## src/rtl/fifo_sync_thresh_if.sv

```systemverilog
// rtl/fifo_sync_thresh_if.sv - producer/consumer bundle for fifo_sync_thresh
interface fifo_sync_thresh_if #(
  parameter int DATA_WIDTH = 8,
  parameter int DEPTH      = 4,
  localparam int CW        = $clog2(DEPTH + 1)
);
  logic                  wr_en;
  logic [DATA_WIDTH-1:0] din;
  logic                  rd_en;
  logic [DATA_WIDTH-1:0] dout;
  logic                  rd_valid;
  logic                  full;
  logic                  empty;
  logic                  almost_full;
  logic                  almost_empty;
  logic [CW-1:0]         count;
  logic                  overflow;
  logic                  underflow;

  modport master (
    output wr_en, din, rd_en,
    input  dout, rd_valid, full, empty, almost_full, almost_empty,
           count, overflow, underflow
  );

  modport slave (
    input  wr_en, din, rd_en,
    output dout, rd_valid, full, empty, almost_full, almost_empty,
           count, overflow, underflow
  );
endinterface

```

## src/rtl/fifo_sync_thresh.sv

```systemverilog
// rtl/fifo_sync_thresh.sv - single-clock FIFO with count, thresholds and over/underflow pulses
// Define FIFO_FWFT_EN for first-word-fall-through reads; default is registered read, latency 1.
module fifo_sync_thresh #(
  parameter int DATA_WIDTH = 8,
  parameter int DEPTH      = 4,
  parameter int AF_THRESH  = DEPTH - 1,
  parameter int AE_THRESH  = 1
) (
  input  logic               clk,
  input  logic               rst_n,
  fifo_sync_thresh_if.slave  bus
);
  localparam int CW = $clog2(DEPTH + 1);
  localparam int PW = $clog2(DEPTH);

  logic [DATA_WIDTH-1:0] mem [DEPTH];
  logic [PW-1:0]         wr_ptr_q, wr_ptr_d;
  logic [PW-1:0]         rd_ptr_q, rd_ptr_d;
  logic [CW-1:0]         count_q, count_d;
  logic                  overflow_q, underflow_q;
  logic                  full, empty;
  logic                  wr_acc, rd_acc;

  assign full   = (count_q == CW'(DEPTH));
  assign empty  = (count_q == '0);
  // A read in the same cycle frees a slot, so a full FIFO still takes the write.
  assign wr_acc = bus.wr_en & (~full | bus.rd_en);
  assign rd_acc = bus.rd_en & ~empty;

  always_comb begin
    wr_ptr_d = wr_ptr_q;
    rd_ptr_d = rd_ptr_q;
    count_d  = count_q;
    if (wr_acc) wr_ptr_d = (wr_ptr_q == PW'(DEPTH - 1)) ? '0 : wr_ptr_q + 1'b1;
    if (rd_acc) rd_ptr_d = (rd_ptr_q == PW'(DEPTH - 1)) ? '0 : rd_ptr_q + 1'b1;
    unique case ({wr_acc, rd_acc})
      2'b10:   count_d = count_q + 1'b1;
      2'b01:   count_d = count_q - 1'b1;
      default: count_d = count_q;
    endcase
  end

  always_ff @(posedge clk or negedge rst_n) begin
    if (!rst_n) begin
      wr_ptr_q    <= '0;
      rd_ptr_q    <= '0;
      count_q     <= '0;
      overflow_q  <= 1'b0;
      underflow_q <= 1'b0;
    end else begin
      wr_ptr_q    <= wr_ptr_d;
      rd_ptr_q    <= rd_ptr_d;
      count_q     <= count_d;
      overflow_q  <= bus.wr_en & ~wr_acc;
      underflow_q <= bus.rd_en & ~rd_acc;
    end
  end

  // Storage is deliberately left out of reset.
  always_ff @(posedge clk) begin
    if (wr_acc) mem[wr_ptr_q] <= bus.din;
  end

`ifdef FIFO_FWFT_EN
  assign bus.dout     = empty ? '0 : mem[rd_ptr_q];
  assign bus.rd_valid = ~empty;
`else
  logic [DATA_WIDTH-1:0] dout_q;
  logic                  rd_valid_q;

  always_ff @(posedge clk or negedge rst_n) begin
    if (!rst_n) begin
      dout_q     <= '0;
      rd_valid_q <= 1'b0;
    end else begin
      rd_valid_q <= rd_acc;
      if (rd_acc) dout_q <= mem[rd_ptr_q];
    end
  end

  assign bus.dout     = dout_q;
  assign bus.rd_valid = rd_valid_q;
`endif

  assign bus.full         = full;
  assign bus.empty        = empty;
  assign bus.almost_full  = (count_q >= CW'(AF_THRESH));
  assign bus.almost_empty = (count_q <= CW'(AE_THRESH));
  assign bus.count        = count_q;
  assign bus.overflow     = overflow_q;
  assign bus.underflow    = underflow_q;
endmodule
```

## src/flat_wrapper.sv

```systemverilog
// flat-port wrapper written by rule: the top's interface ports become plain ports
module fifo_sync_thresh_flat 
#(
  parameter int DATA_WIDTH = 8,
  parameter int DEPTH      = 4,
  parameter int AF_THRESH  = DEPTH - 1,
  parameter int AE_THRESH  = 1
)
  (clk, rst_n, bus_wr_en, bus_din, bus_rd_en, bus_dout, bus_rd_valid, bus_full, bus_empty, bus_almost_full, bus_almost_empty, bus_count, bus_overflow, bus_underflow);
  fifo_sync_thresh_if #(.DATA_WIDTH(DATA_WIDTH), .DEPTH(DEPTH)) bus_i ();
  input  logic clk;
  input  logic rst_n;
  input wire logic [$bits(bus_i.wr_en)-1:0] bus_wr_en;
  input wire logic [$bits(bus_i.din)-1:0] bus_din;
  input wire logic [$bits(bus_i.rd_en)-1:0] bus_rd_en;
  output wire logic [$bits(bus_i.dout)-1:0] bus_dout;
  output wire logic [$bits(bus_i.rd_valid)-1:0] bus_rd_valid;
  output wire logic [$bits(bus_i.full)-1:0] bus_full;
  output wire logic [$bits(bus_i.empty)-1:0] bus_empty;
  output wire logic [$bits(bus_i.almost_full)-1:0] bus_almost_full;
  output wire logic [$bits(bus_i.almost_empty)-1:0] bus_almost_empty;
  output wire logic [$bits(bus_i.count)-1:0] bus_count;
  output wire logic [$bits(bus_i.overflow)-1:0] bus_overflow;
  output wire logic [$bits(bus_i.underflow)-1:0] bus_underflow;
  assign bus_i.wr_en = bus_wr_en;
  assign bus_i.din = bus_din;
  assign bus_i.rd_en = bus_rd_en;
  assign bus_dout = bus_i.dout;
  assign bus_rd_valid = bus_i.rd_valid;
  assign bus_full = bus_i.full;
  assign bus_empty = bus_i.empty;
  assign bus_almost_full = bus_i.almost_full;
  assign bus_almost_empty = bus_i.almost_empty;
  assign bus_count = bus_i.count;
  assign bus_overflow = bus_i.overflow;
  assign bus_underflow = bus_i.underflow;
  fifo_sync_thresh #(.DATA_WIDTH(DATA_WIDTH), .DEPTH(DEPTH), .AF_THRESH(AF_THRESH), .AE_THRESH(AE_THRESH)) u_core (.clk(clk), .rst_n(rst_n), .bus(bus_i));
endmodule
```

## config.mk

```make
export PLATFORM = sky130hd
export DESIGN_NAME = fifo_sync_thresh_flat
export DESIGN_NICKNAME = d
export VERILOG_FILES = /design/src/rtl/fifo_sync_thresh_if.sv /design/src/rtl/fifo_sync_thresh.sv /design/src/flat_wrapper.sv
export SDC_FILE = /design/constraint.sdc
export NUM_CORES = 1
export LEC_CHECK = 0
export CORE_MARGIN = 1
export CORE_UTILIZATION = 50
export CTS_CLUSTER_DIAMETER = 60
export CTS_CLUSTER_SIZE = 24
export DETAILED_ROUTE_END_ITERATION = 8
export GPL_ROUTABILITY_DRIVEN = 1
export GPL_TIMING_DRIVEN = 0
export PLACE_DENSITY = 0.75
export SYNTH_ARGS = -nofsm -noshare
export SYNTH_HDL_FRONTEND = slang
export SYNTH_SLANG_ARGS = --single-unit
```

## constraint.sdc

```tcl
create_clock -name clk -period 3.29 [get_ports clk]
set_input_delay 0.658 -clock clk [delete_from_list [all_inputs] [get_ports clk]]
set_output_delay 0.658 -clock clk [all_outputs]
set_load 0.05 [all_outputs]
```

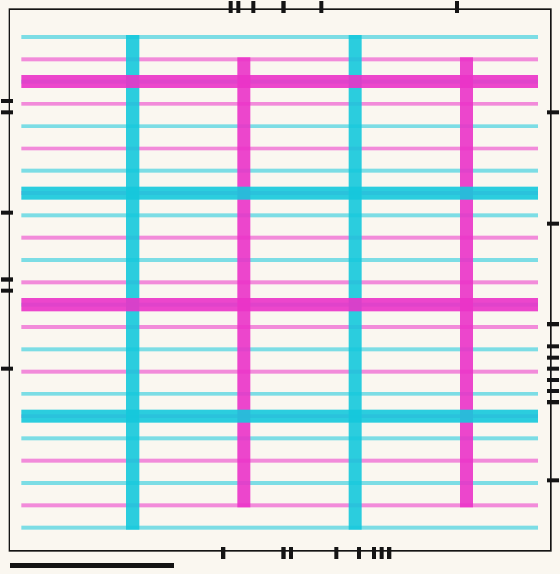
Fig. 1. Power grid (run 1).
Bar = 20 um. Pins as bars on the die edge.
legend:
  cyan:
    net: VSS
  magenta:
    net: VDD
rows: 22
signal pins: 30
met5 straps: 4
met4 straps: 4
met1 rails: 23

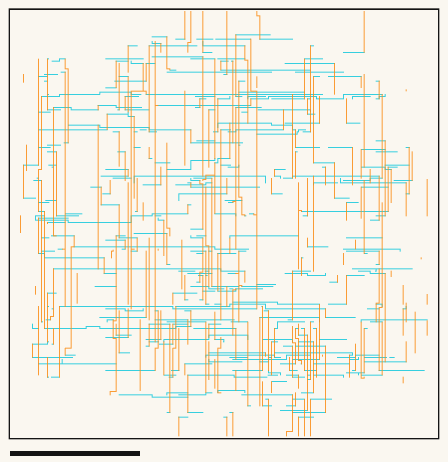
Fig. 2. Wiring by layer (run 1).
Bar = 20 um. Only two layers are drawn.
legend:
  cyan:
    layer: met1
    wire_length: 1330 um
  orange:
    layer: met2
    wire_length: 1620 um

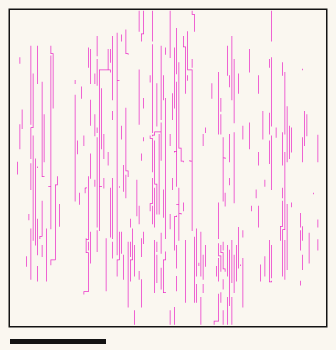
Fig. 3. Met2 routing (run 1).
Bar = 20 um.
nets with wire on the layer: 150
main direction: vertical
share of all routed wire: 52%

==> qor.csv, run 1 <==
stage;metric;value;unit
worst_setup_path;worst-path fanout max;5;
routing;1st-pass router iterations;4;
worst_setup_path;CP max stage delay;0.83;ns
layout;# fillers;265;
placed_design;routability cong.;0.737;
worst_hold_path;worst min path class;reg2reg;
layout;logic area;571;um^2
timing;post-route setup TNS;0;ns
timing;post-route setup slack;0.579;ns
die;Core Footprint;0.00377;mm^2
timing;Hold Worst Slack;0.510;ns
global_routing;global route overflow;0;
layout;share of cells above drive strength 1;19.1;%
yosys;simple share;3.81;%
yosys;Mapped Area;0.00204;mm^2
worst_hold_path;hold endpoint;u_core.bus.dout[6]$_DFFE_PN0P_;
placed_design;worst slack, placed;0.891;ns
routing;Routed Antenna Nets;0;
worst_setup_path;Register-to-Register Path Depth;9;
timing;Final Skew;0.00522;ns
power_and_ir_drop;sw power;0.000966;W
power_and_ir_drop;top power group;combinational logic;
power_and_ir_drop;sw frac;38.0;%
yosys;ys async rst share;36.0;%
die;Die Ht;65.8;um
timing;Worst Tran Pin Value;0.877;ns
layout;most frequent cells in the layout;edfxtp_1, clkdlybuf4s50_1, dfrtp_1;
yosys;Unique masters post-synth;21;
status;status;finished clean;
clock_network;CTS Hold Buffers Added;0;
worst_setup_path;CP Data Required Time;2.63;ns
placed_design;Port Buf Inserts;29;
yosys;comb area leader;multiplexers;
placed_design;number of instances in the placed design;192;
placed_design;placed cell area;0.00239;mm^2
global_routing;gr busiest metal;met2;
routing;Vias;1030;
yosys;most instantiated cells after synthesis;edfxtp_1, dfrtp_1, mux2_2, ha_1, inv_1;
layout;flop share of the area;56.5;%
yosys;count of library flops with an enable pin;32;
routing;Met3 Wirelength;126;um
clock_network;cts repair resizes;0;
power_and_ir_drop;register share of total power;37.4;%
die;Floorplan Utilization;54.0;%
timing;max-slew violation count;0;
worst_setup_path;worst reg-to-reg setup slack;1.17;ns
global_routing;vias in the first global route;1088;
power_and_ir_drop;Final Power;0.00254;W
routing;Routed WL;3090;um
routing;Via-to-Cell Ratio;5.15;
yosys;Synth area leader;edfxtp_1;
layout;Signal buffers;32;
layout;multi-input combinational area share;22.8;%
power_and_ir_drop;part of the power in combinational logic;46.3;%
worst_hold_path;Hold Path Depth;1;
global_routing;met3 usage;4.14;%
run;max_cap viols;0;
power_and_ir_drop;IR drop worst, VDD;416;uV
worst_setup_path;CP Buf/Inv Count;2;
layout;final net count;173;
layout;FF/Latch Area;0.00141;mm^2
power_and_ir_drop;Power Dens Cells;1020;mW/mm^2
placed_design;DPL Wire Length;2180;um
yosys;Mean Syn Cell Area;17.7;um^2
power_and_ir_drop;total sequential power;0.000950;W
timing;Rel. slew slack;41.3;%
worst_setup_path;kind of critical path;reg2out;
layout;design area;0.00250;mm^2
routing;DRC;0;
yosys;mux share of post-synthesis cell area;15.5;%
yosys;yosys adder share;6.14;%
clock_network;clock root cell;clkbuf_8;
clock_network;clk_lat worst skew;0.29;ns
worst_setup_path;CP startpoint;u_core.bus.count[1]$_DFFE_PN0P_;
yosys;cells after synthesis;115;
Fig. 4: run 1, M3 wires
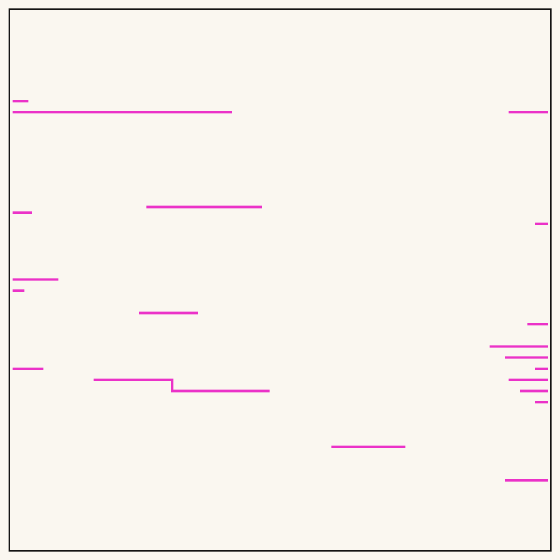

--- run 2 (diff from run 1) ---
==> constraint.sdc (replaced) <==
create_clock -name clk -period 2.7 [get_ports clk]
set_input_delay 0.54 -clock clk [delete_from_list [all_inputs] [get_ports clk]]
set_output_delay 0.54 -clock clk [all_outputs]
set_load 0.05 [all_outputs]
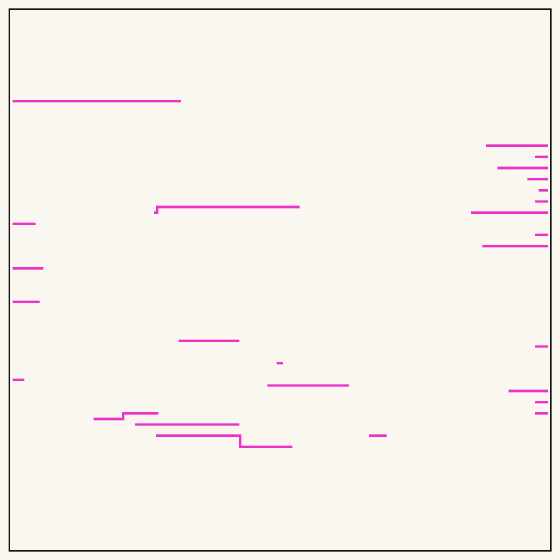
Fig. 5. M3 wires (run 2).
nets with wire on the layer: 22
wire length on this layer: 151 um
main direction: horizontal

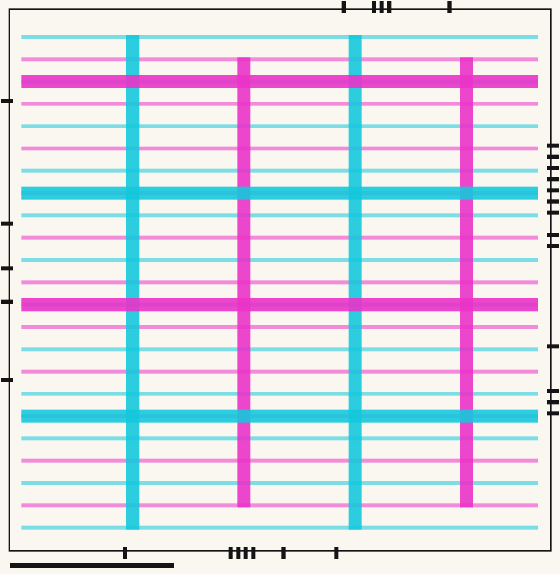
Fig. 6. Power grid (run 2).
Bar = 20 um. Pins as bars on the die edge.
Chip Width: 65.8 um
Die Ht: 65.8 um
Core Footprint: 0.00377 mm^2
IR drop worst, VDD: 554 uV

==> run 2 against run 1 <==
Compared with the run above: synthesized area unchanged; clock skew up 0.0021 ns; global-route usage up 0.33 points; critical path depth stayed put; hold slack improved by 0.0044 ns; via count rose by 4.3%; non-clock buffer count unchanged; setup slack lost 0.41 ns; highest routed layer unchanged; clock-buffer cell count stayed put; total power is 19% higher; largest power group unchanged; flip-flop count unchanged.
==> qor.csv, run 2 <==
stage;metric;value;unit;change
status;status;finished clean;;unchanged
clock_network;cts repair resizes;0;;unchanged
routing;Via-to-Cell Ratio;5.37;;was 5.15
placed_design;placed cell area;0.00239;mm^2;about the same
clock_network;setup bufs post-CTS;0;;unchanged
power_and_ir_drop;Final Power;0.00301;W;was 0.00254 W
worst_hold_path;hold endpoint;u_core.bus.dout[5]$_DFFE_PN0P_;;was u_core.bus.dout[6]$_DFFE_PN0P_
clock_network;CTS Sinks;50;;unchanged
die;Floorplan Utilization;54.0;%;unchanged
layout;final net count;173;;unchanged
routing;Met3 Wirelength;150;um;was 126 um
placed_design;number of instances in the placed design;192;;unchanged
worst_hold_path;worst min path class;reg2reg;;unchanged
power_and_ir_drop;total sequential power;0.00116;W;was 0.000950 W
yosys;XORs/XNORs by Area;0.859;%;unchanged
layout;share of cells above drive strength 1;19.7;%;was 19.1%
routing;Routed Antenna Nets;0;;unchanged
timing;post-route setup TNS;0;ns;unchanged
run;max_cap viols;0;;unchanged
yosys;ys async rst share;36.0;%;unchanged
power_and_ir_drop;top power group;combinational logic;;unchanged
layout;multi-input combinational area share;23.2;%;was 22.8%
worst_setup_path;worst reg-to-reg setup slack;0.68;ns;was 1.17 ns
yosys;Mean Syn Cell Area;17.7;um^2;unchanged
placed_design;Port Buf Inserts;29;;unchanged
worst_setup_path;WP depth;4;;unchanged
placed_design;routability cong.;0.751;;was 0.737
yosys;cells after synthesis;115;;unchanged
clock_network;clk_lat worst skew;0.30;ns;was 0.29 ns
clock_network;CTS Hold Buffers Added;0;;unchanged
worst_setup_path;CP Data Required Time;2.16;ns;was 2.63 ns
worst_hold_path;Hold Path Depth;1;;unchanged
layout;Clock buf/inv share;3.34;%;was 4.41%
yosys;Unique masters post-synth;21;;unchanged
layout;most frequent cells in the layout;edfxtp_1, clkdlybuf4s50_1, dfrtp_1;;unchanged
yosys;count of library flops with an enable pin;32;;unchanged
power_and_ir_drop;part of the power in combinational logic;47.8;%;was 46.3%
layout;Signal buffers;32;;unchanged
yosys;most instantiated cells after synthesis;edfxtp_1, dfrtp_1, mux2_2, ha_1, inv_1;;unchanged
routing;DRC;0;;unchanged
routing;Routed WL;3250;um;was 3090 um
worst_setup_path;WP data arrival;2.00;ns;was 2.05 ns
timing;Rel. slew slack;43.3;%;was 41.3%
worst_setup_path;Register-to-Register Path Depth;9;;unchanged
yosys;Primary FF master, synth;edfxtp_1;;unchanged
layout;flop share of the area;57.1;%;was 56.5%
layout;design area;0.00247;mm^2;was 0.00250 mm^2
layout;logic area;573;um^2;was 571 um^2
layout;ANT cells;0;;unchanged
worst_setup_path;CP startpoint;u_core.bus.count[0]$_DFFE_PN0P_;;was u_core.bus.count[1]$_DFFE_PN0P_
routing;Vias;1074;;was 1030
layout;max reg flops;32;;unchanged
worst_setup_path;worst-path fanout max;4;;was 5
worst_setup_path;kind of critical path;reg2out;;unchanged
global_routing;vias in the first global route;1079;;was 1088
global_routing;global route overflow;0;;unchanged
timing;max-slew violation count;0;;unchanged
timing;Hold Worst Slack;0.515;ns;was 0.510 ns
worst_setup_path;CP max stage delay;0.82;ns;was 0.83 ns
power_and_ir_drop;Power Dens Cells;1220;mW/mm^2;was 1020 mW/mm^2
timing;post-route setup slack;0.165;ns;was 0.579 ns
routing;1st-pass router iterations;4;;unchanged
yosys;comb area leader;multiplexers;;unchanged
timing;final setup violation count;0;;unchanged
power_and_ir_drop;register share of total power;38.5;%;was 37.4%
yosys;simple share;3.81;%;unchanged
layout;# fillers;257;;was 265
layout;FF/Latch Area;0.00141;mm^2;unchanged
power_and_ir_drop;sw power;0.00119;W;was 0.000966 W
yosys;Mapped Area;0.00204;mm^2;unchanged
global_routing;met3 usage;5.17;%;was 4.14%
worst_hold_path;hold_sp;u_core.bus.dout[5]$_DFFE_PN0P_;;was u_core.bus.dout[6]$_DFFE_PN0P_
timing;Final Skew;0.00733;ns;was 0.00522 ns
worst_setup_path;CP Buf/Inv Count;2;;unchanged
placed_design;worst slack, placed;0.496;ns;was 0.891 ns
timing;Worst Tran Pin Value;0.847;ns;was 0.877 ns
power_and_ir_drop;sw frac;39.4;%;was 38.0%
yosys;yosys adder share;6.14;%;unchanged
clock_network;clock root cell;clkbuf_8;;unchanged
layout;Area Overhead vs Synth;21.4;%;was 22.6%
layout;# clk buffers;6;;unchanged
global_routing;gr busiest metal;met2;;unchanged
global_routing;antenna violations before repair;0;;unchanged
yosys;Synth area leader;edfxtp_1;;unchanged
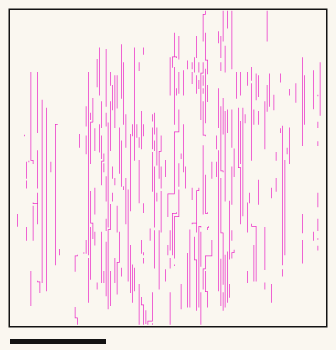
Fig. 7. Met2 routing (run 2).
Bar = 20 um.
share of all routed wire: 52%
main direction: vertical
nets with wire on the layer: 152
longest straight run: 38.1 um

Fig. 8: run 2, clock wiring as the flow saved it
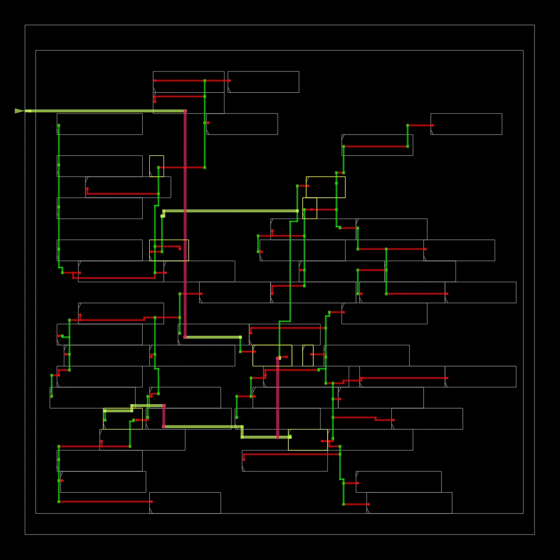

--- run 3 (diff from run 2) ---
--- a/config.mk
+++ b/config.mk
@@ -5,14 +5,16 @@
 export SDC_FILE = /design/constraint.sdc
 export NUM_CORES = 1
 export LEC_CHECK = 0
+export ABC_AREA = 0
 export CORE_MARGIN = 1
-export CORE_UTILIZATION = 50
+export CORE_UTILIZATION = 53
 export CTS_CLUSTER_DIAMETER = 60
 export CTS_CLUSTER_SIZE = 24
 export DETAILED_ROUTE_END_ITERATION = 8
 export GPL_ROUTABILITY_DRIVEN = 1
 export GPL_TIMING_DRIVEN = 0
-export PLACE_DENSITY = 0.75
+export PLACE_DENSITY = 0.79
+export SLEW_MARGIN = 20
 export SYNTH_ARGS = -nofsm -noshare
 export SYNTH_HDL_FRONTEND = slang
 export SYNTH_SLANG_ARGS = --single-unit
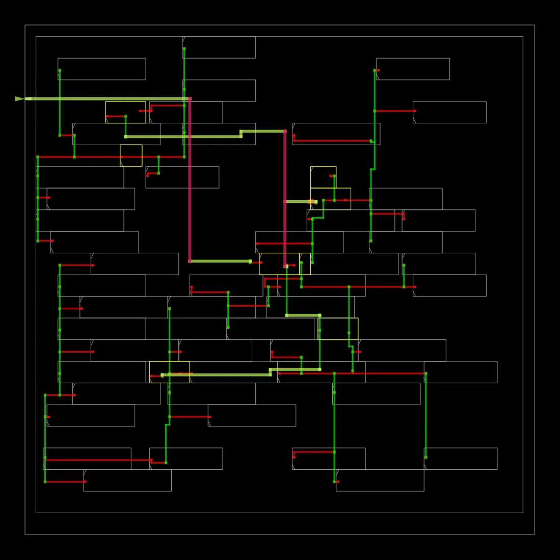
Fig. 9. Clock wiring as the flow saved it (run 3).
Num CTS Buffers: 5
Clock Power: 0.000417 W
flop count: 50
# clk buffers: 5
clk_lat worst skew: 0.30 ns

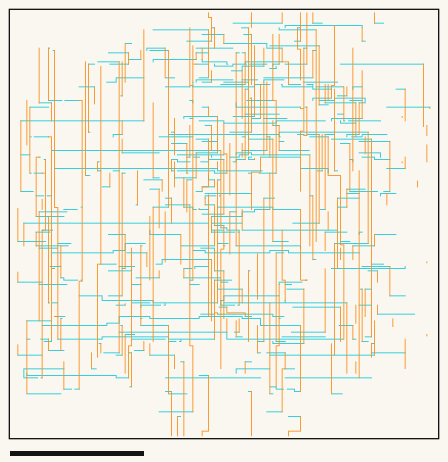
Fig. 10. Wiring by layer (run 3).
Bar = 20 um. Only two layers are drawn.
legend:
  orange:
    layer: met2
    wire_length: 1800 um
  cyan:
    layer: met1
    wire_length: 1300 um

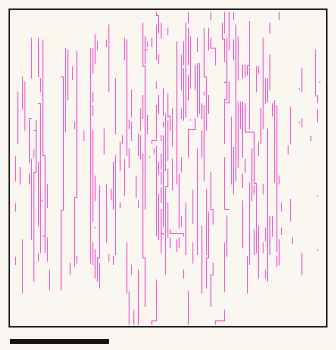
Fig. 11. Met2 routing (run 3).
Bar = 20 um.
Routed WL: 3260 um
Vias: 1051
routing usage on met2: 34.4%

==> run 3 against run 2 <==
Compared with the run above: clock power up 1%; core utilization up 2.2 points; sequential share of layout area down 0.20 points; flip-flop count unchanged; clock-buffer cell count down 1; global-route usage up 1.7 points; via count down 2.1%; register-to-register slack worse by 0.03 ns; design area up 0.35%; hold slack worse by 0.0038 ns; routed wire length up 0.52%; highest routed layer unchanged.
==> qor.csv, run 3 <==
stage;metric;value;unit;change
global_routing;gr busiest metal;met2;;unchanged
layout;max reg flops;32;;unchanged
routing;Met3 Wirelength;126;um;was 150 um
timing;Final Skew;0.00915;ns;was 0.00733 ns
placed_design;number of instances in the placed design;192;;unchanged
layout;logic area;573;um^2;unchanged
timing;post-route setup slack;0.153;ns;was 0.165 ns
yosys;count of library flops with an enable pin;32;;unchanged
layout;Area Overhead vs Synth;21.8;%;was 21.4%
routing;Routed Antenna Nets;0;;unchanged
yosys;yosys adder share;6.14;%;unchanged
worst_setup_path;worst-path fanout max;5;;was 4
worst_hold_path;hold endpoint;u_core.bus.dout[7]$_DFFE_PN0P_;;was u_core.bus.dout[5]$_DFFE_PN0P_
yosys;dominant cell by count in the synthesized netlist;edfxtp_1;;unchanged
power_and_ir_drop;total sequential power;0.00116;W;about the same
worst_setup_path;WP depth;4;;unchanged
timing;Worst Tran Pin Value;0.844;ns;was 0.847 ns
clock_network;setup bufs post-CTS;0;;unchanged
clock_network;H-tree levels;2;;unchanged
routing;DRC;0;;unchanged
routing;1st-pass router iterations;4;;unchanged
timing;final setup violation count;0;;unchanged
status;status;finished clean;;unchanged
yosys;ys async rst share;36.0;%;unchanged
yosys;simple share;3.81;%;unchanged
power_and_ir_drop;Power Dens Cells;1220;mW/mm^2;about the same
worst_setup_path;CP startpoint;u_core.bus.count[1]$_DFFE_PN0P_;;was u_core.bus.count[0]$_DFFE_PN0P_
worst_setup_path;kind of critical path;reg2out;;unchanged
worst_setup_path;worst reg-to-reg setup slack;0.65;ns;was 0.68 ns
worst_hold_path;worst min path class;reg2reg;;unchanged
yosys;Primary FF master, synth;edfxtp_1;;unchanged
global_routing;antenna violations before repair;0;;unchanged
run;max_cap viols;0;;unchanged
layout;final net count;173;;unchanged
placed_design;placed cell area;0.00239;mm^2;unchanged
yosys;cells after synthesis;115;;unchanged
worst_hold_path;hold_sp;u_core.bus.dout[7]$_DFFE_PN0P_;;was u_core.bus.dout[5]$_DFFE_PN0P_
worst_setup_path;CP Buf/Inv Count;2;;unchanged
layout;ANT cells;0;;unchanged
yosys;Synth area leader;edfxtp_1;;unchanged
placed_design;routability cong.;0.785;;was 0.751
timing;post-route setup TNS;0;ns;unchanged
worst_setup_path;CP max stage delay;0.82;ns;about the same
layout;flop share of the area;56.9;%;was 57.1%
power_and_ir_drop;register share of total power;38.3;%;was 38.5%
timing;Rel. slew slack;43.5;%;was 43.3%
power_and_ir_drop;IR drop worst, VDD;532;uV;was 554 uV
global_routing;vias in the first global route;1124;;was 1079
timing;max-slew violation count;0;;unchanged
yosys;most instantiated cells after synthesis;edfxtp_1, dfrtp_1, mux2_2, ha_1, inv_1;;unchanged
power_and_ir_drop;sw power;0.00120;W;was 0.00119 W
layout;Signal buffers;32;;unchanged
yosys;Mapped Area;0.00204;mm^2;unchanged
timing;Hold Worst Slack;0.511;ns;was 0.515 ns
routing;Via-to-Cell Ratio;5.26;;was 5.37
clock_network;Worst-path clk slew;0.09;ns;was 0.08 ns
clock_network;CTS Hold Buffers Added;0;;unchanged
layout;multi-input combinational area share;23.1;%;was 23.2%
power_and_ir_drop;top power group;combinational logic;;unchanged
worst_setup_path;WP data arrival;2.01;ns;was 2.00 ns
die;Die Ht;64.0;um;was 65.8 um
placed_design;DPL Wire Length;2240;um;
die;Floorplan Utilization;55.7;%;was 54.0%
global_routing;met3 usage;6.07;%;was 5.17%
worst_setup_path;CP Data Required Time;2.16;ns;about the same
yosys;XORs/XNORs by Area;0.859;%;unchanged
die;Chip Width;64.0;um;was 65.8 um
placed_design;worst slack, placed;0.479;ns;was 0.496 ns
yosys;comb area leader;multiplexers;;unchanged
yosys;yosys cell count;115;;unchanged
worst_setup_path;Register-to-Register Path Depth;9;;unchanged
layout;most frequent cells in the layout;edfxtp_1, clkdlybuf4s50_1, dfrtp_1;;unchanged
layout;non-filler instance count after layout;200;;unchanged
yosys;Mean Syn Cell Area;17.7;um^2;unchanged
yosys;mux share of post-synthesis cell area;15.5;%;unchanged
yosys;Unique masters post-synth;21;;unchanged
clock_network;CTS Sinks;50;;unchanged
power_and_ir_drop;Final Power;0.00303;W;was 0.00301 W
layout;share of cells above drive strength 1;19.7;%;unchanged
clock_network;clock root cell;clkbuf_8;;unchanged
placed_design;Port Buf Inserts;29;;unchanged
power_and_ir_drop;part of the power in combinational logic;47.9;%;was 47.8%
die;Core Footprint;0.00366;mm^2;was 0.00377 mm^2
layout;FF/Latch Area;0.00141;mm^2;unchanged
power_and_ir_drop;internal power;0.00183;W;was 0.00182 W
Power figures rest on the tool's default switching activity, not on a simulated workload.
